$ cat src/rtl/retire_trace_pkg.sv
// Shared types and constants for the retire trace FIFO.
package retire_trace_pkg;

    localparam logic [31:0] NOP_INST = 32'h0000_0013;

    typedef struct packed {
        logic [31:0] pc;
        logic [31:0] inst;
        logic [4:0]  rd_addr;
        logic        rd_wren;
        logic [31:0] rd_data;
    } trace_entry_t;

    localparam int TRACE_W = $bits(trace_entry_t);

endpackage

$ cat src/rtl/retire_trace_mem.sv
// Trace entry storage: synchronous write, asynchronous read at the head pointer.
module retire_trace_mem
    import retire_trace_pkg::*;
#(
    parameter int DEPTH = 8
) (
    input  logic                     i_clk,
    input  logic                     i_wr_en,
    input  logic [$clog2(DEPTH)-1:0] i_wr_addr,
    input  trace_entry_t             i_wr_data,
    input  logic [$clog2(DEPTH)-1:0] i_rd_addr,
    output trace_entry_t             o_rd_data
);

    // Storage needs no reset: the top masks the read data while the FIFO is empty.
    trace_entry_t mem [DEPTH];

    always_ff @(posedge i_clk) begin
        if (i_wr_en) mem[i_wr_addr] <= i_wr_data;
    end

    assign o_rd_data = mem[i_rd_addr];

endmodule

$ cat src/rtl/retire_trace_fifo.sv
// Retired-instruction trace FIFO with instret/drop counters and stall request.
// Optional build macro RETIRE_TRACE_SKIP_NOP_EN: canonical NOPs are neither queued nor counted.
module retire_trace_fifo
    import retire_trace_pkg::*;
#(
    parameter int DEPTH = 8,
    parameter int CNT_W = 64
) (
    input  logic             i_clk,
    input  logic             i_reset,
    input  logic             i_clr,
    input  logic             i_retire_vld,
    input  logic [31:0]      i_pc,
    input  logic [31:0]      i_inst,
    input  logic [4:0]       i_rd_addr,
    input  logic             i_rd_wren,
    input  logic [31:0]      i_rd_data,
    output logic             o_trace_valid,
    input  logic             i_trace_ready,
    output logic [31:0]      o_trace_pc,
    output logic [31:0]      o_trace_inst,
    output logic [4:0]       o_trace_rd_addr,
    output logic             o_trace_rd_wren,
    output logic [31:0]      o_trace_rd_data,
    output logic             o_stall_req,
    output logic [CNT_W-1:0] o_instret,
    output logic [CNT_W-1:0] o_drop_cnt
);

    localparam int AW = $clog2(DEPTH);
    localparam logic [AW:0] FULL_CNT  = (AW+1)'(DEPTH);
    localparam logic [AW:0] STALL_CNT = (AW+1)'(DEPTH - 1);

    logic [AW-1:0]    wr_ptr, rd_ptr;
    logic [AW:0]      count, count_nxt;
    logic             full, pop, push, drop, retire_cnt;
    logic [CNT_W-1:0] instret, drop_cnt;
    logic             stall;
    trace_entry_t     wr_entry, head;

`ifdef RETIRE_TRACE_SKIP_NOP_EN
    assign retire_cnt = i_retire_vld & (i_inst != NOP_INST);
`else
    assign retire_cnt = i_retire_vld;
`endif

    // Valid is derived purely from registered count, so there is no i_* -> o_trace_* path.
    assign o_trace_valid = (count != '0);
    assign full          = (count == FULL_CNT);
    assign pop           = o_trace_valid & i_trace_ready;
    assign push          = retire_cnt & (~full | pop) & ~i_clr;
    assign drop          = retire_cnt & full & ~pop & ~i_clr;

    assign wr_entry = '{pc: i_pc, inst: i_inst, rd_addr: i_rd_addr,
                        rd_wren: i_rd_wren, rd_data: i_rd_data};

    always_comb begin
        count_nxt = count;
        if (i_clr) begin
            count_nxt = '0;
        end else begin
            case ({push, pop})
                2'b10:   count_nxt = count + 1'b1;
                2'b01:   count_nxt = count - 1'b1;
                default: count_nxt = count;
            endcase
        end
    end

    always_ff @(posedge i_clk or negedge i_reset) begin
        if (!i_reset) begin
            wr_ptr   <= '0;
            rd_ptr   <= '0;
            count    <= '0;
            stall    <= 1'b0;
            instret  <= '0;
            drop_cnt <= '0;
        end else begin
            count <= count_nxt;
            // The spare slot left by asserting at DEPTH-1 absorbs the retirement already in flight.
            stall <= (count_nxt >= STALL_CNT);
            if (i_clr) begin
                wr_ptr   <= '0;
                rd_ptr   <= '0;
                instret  <= '0;
                drop_cnt <= '0;
            end else begin
                if (push) wr_ptr <= wr_ptr + 1'b1;
                if (pop)  rd_ptr <= rd_ptr + 1'b1;
                if (retire_cnt) instret <= instret + 1'b1;
                if (drop && drop_cnt != '1) drop_cnt <= drop_cnt + 1'b1;
            end
        end
    end

    retire_trace_mem #(.DEPTH(DEPTH)) u_mem (
        .i_clk     (i_clk),
        .i_wr_en   (push),
        .i_wr_addr (wr_ptr),
        .i_wr_data (wr_entry),
        .i_rd_addr (rd_ptr),
        .o_rd_data (head)
    );

    assign o_trace_pc      = o_trace_valid ? head.pc      : '0;
    assign o_trace_inst    = o_trace_valid ? head.inst    : '0;
    assign o_trace_rd_addr = o_trace_valid ? head.rd_addr : '0;
    assign o_trace_rd_wren = o_trace_valid ? head.rd_wren : 1'b0;
    assign o_trace_rd_data = o_trace_valid ? head.rd_data : '0;
    assign o_stall_req     = stall;
    assign o_instret       = instret;
    assign o_drop_cnt      = drop_cnt;

endmodule
$ cat config.mk
export PLATFORM = sky130hd
export DESIGN_NAME = retire_trace_fifo
export DESIGN_NICKNAME = d
export VERILOG_FILES = /design/src/rtl/retire_trace_pkg.sv /design/src/rtl/retire_trace_mem.sv /design/src/rtl/retire_trace_fifo.sv
export SDC_FILE = /design/constraint.sdc
export NUM_CORES = 1
export LEC_CHECK = 0
export CORE_UTILIZATION = 52
export DETAILED_ROUTE_END_ITERATION = 10
export PLACE_DENSITY = 0.85
export RECOVER_POWER = 50
export SKIP_LAST_GASP = 1
export SYNTH_ARGS = -nofsm -noshare
export SYNTH_HDL_FRONTEND = slang
export SYNTH_SLANG_ARGS = --single-unit
$ cat constraint.sdc
create_clock -name i_clk -period 8.1 [get_ports i_clk]
set_clock_uncertainty 0.2 [all_clocks]
set_input_delay 1.215 -clock i_clk [delete_from_list [all_inputs] [get_ports i_clk]]
set_output_delay 1.215 -clock i_clk [all_outputs]
set_load 0.05 [all_outputs]
Figure 1. Congestion heat map.
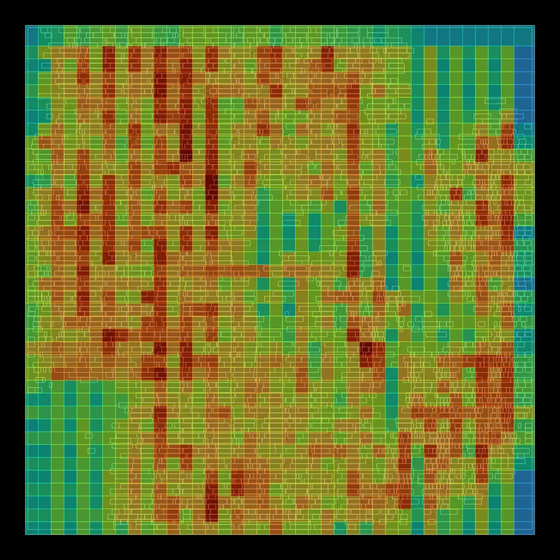
overall routing resource usage: 23.5%
final design utilization: 63.2%
layer carrying the most global-route usage: met2

Figure 2. Sequential cells grouped by signal name.
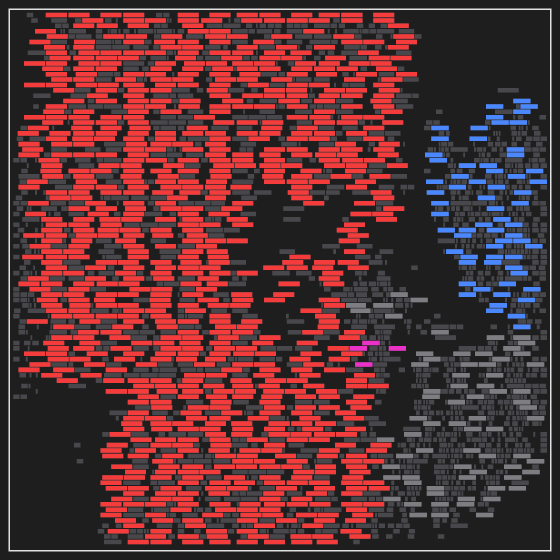
- magenta: count (sequential cells 4)
- blue: o_instret (sequential cells 64)
- red: u_mem.mem (sequential cells 816)
- not coloured: 71
sequential logic power: 5530 uW
sequential share of cell area: 60.8%
Sequential cell area: 0.0280 mm2

==> impl_results.html <==
<h3>Flow metrics</h3>
<table>
<tr><th>Metric</th><th>Value</th></tr>
<tr><th colspan="2">Pwr</th></tr>
<tr><td>Switching power share of the total</td><td>30.8%</td></tr>
<tr><td>Net switching power</td><td>roughly 4200 uW</td></tr>
<tr><td>Part of the total power dissipated in sequential elements</td><td>40.6%</td></tr>
<tr><td>Total power draw</td><td>between 10000 and 15000 uW</td></tr>
<tr><th colspan="2">STA</th></tr>
<tr><td>Max-slew violations</td><td>498</td></tr>
<tr><td>Number of setup violations in the final report</td><td>0</td></tr>
<tr><td>Number of hold violations in the final report</td><td>0</td></tr>
<tr><th colspan="2">Synthesis</th></tr>
<tr><td>Sequential-to-total area share from yosys stat</td><td>73.2%</td></tr>
<tr><td>Top cell type by total area after synthesis</td><td>sky130_fd_sc_hd__edfxtp_1</td></tr>
<tr><td>Share of synthesized registers carrying an async set or reset</td><td>14.6%</td></tr>
<tr><td>Mean cell area of the mapped netlist</td><td>about 18 um2</td></tr>
<tr><td>Most frequently used flop master after synthesis</td><td>sky130_fd_sc_hd__edfxtp_1</td></tr>
<tr><td>XOR/XNOR share of the synthesized area</td><td>2.34%</td></tr>
<tr><th colspan="2">Worst setup path</th></tr>
<tr><td>Worst flop-to-flop path startpoint</td><td>count[1]</td></tr>
<tr><td>Largest stage delay on the critical path</td><td>1.75 ns</td></tr>
<tr><td>FF-to-FF path depth</td><td>7</td></tr>
<tr><td>Worst Setup End Kind</td><td>register</td></tr>
<tr><td>Delay-heaviest family, CP</td><td>buffers and inverters</td></tr>
<tr><th colspan="2">Detailed routing</th></tr>
<tr><td>Average wire per standard cell</td><td>25.0 um</td></tr>
<tr><td>Wl on met1</td><td>roughly 34 mm</td></tr>
<tr><td>Total Wirelength</td><td>87.5 mm</td></tr>
<tr><th colspan="2">Layout</th></tr>
<tr><td>Fraction of area in multi-input gates</td><td>between 20% and 30%</td></tr>
<tr><td>Most frequently placed logic cells in the final layout</td><td>816 x sky130_fd_sc_hd__edfxtp_1, 227 x sky130_fd_sc_hd__nor2_1, 206 x sky130_fd_sc_hd__clkdlybuf4s50_1</td></tr>
<tr><td>Number of non-clock inverters</td><td>10</td></tr>
<tr><td>Fin cells</td><td>3498</td></tr>
<tr><th colspan="2">Clock tree</th></tr>
<tr><td>Buffers inserted during post-CTS setup optimization</td><td>0</td></tr>
<tr><td>Maximum buffer depth of the clock tree</td><td>3</td></tr>
<tr><td>Clock tree from TritonCTS</td><td>done</td></tr>
<tr><td>Total clock buffers created by CTS</td><td>96</td></tr>
<tr><th colspan="2">Floorplanning</th></tr>
<tr><td>Count of boundary I/O pins</td><td>339</td></tr>
<tr><td>FP Rows</td><td>99</td></tr>
<tr><th colspan="2">Job</th></tr>
<tr><td>Max-cap violations</td><td>6</td></tr>
<tr><th colspan="2">Min path</th></tr>
<tr><td>Worst hold start</td><td>o_instret[28]</td></tr>
<tr><th colspan="2">Place</th></tr>
<tr><td>HPWL reported at the end of detailed placement</td><td>a little under 50 mm</td></tr>
<tr><th colspan="2">Outcome</th></tr>
<tr><td>Run status</td><td>finished with violations</td></tr>
<tr><td>Violations in the final reports</td><td>max-capacitance violations, max-slew violations</td></tr>
<tr><th colspan="2">Global route</th></tr>
<tr><td>Vias in the first global route</td><td>21700</td></tr>
</table>
Figure 3. Placement density heat map.
27 x 27 tiles, from black (low) to pale yellow (high), 0 to 100% covered.
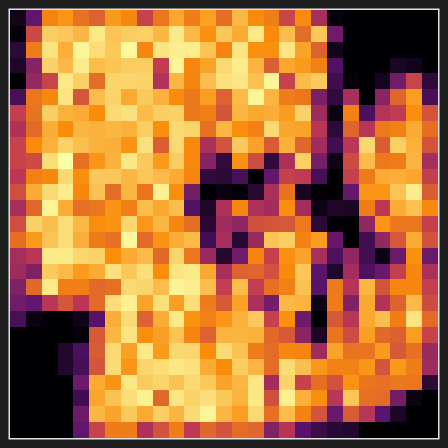
- tiles over 75% full: 43%
- fullest tile: 100%
- nearly empty tiles: 10%
- emptiest ninth of the die: north-east
- mean over tiles: 60%

No activity file was given, so power comes from the tool's default toggle rates.
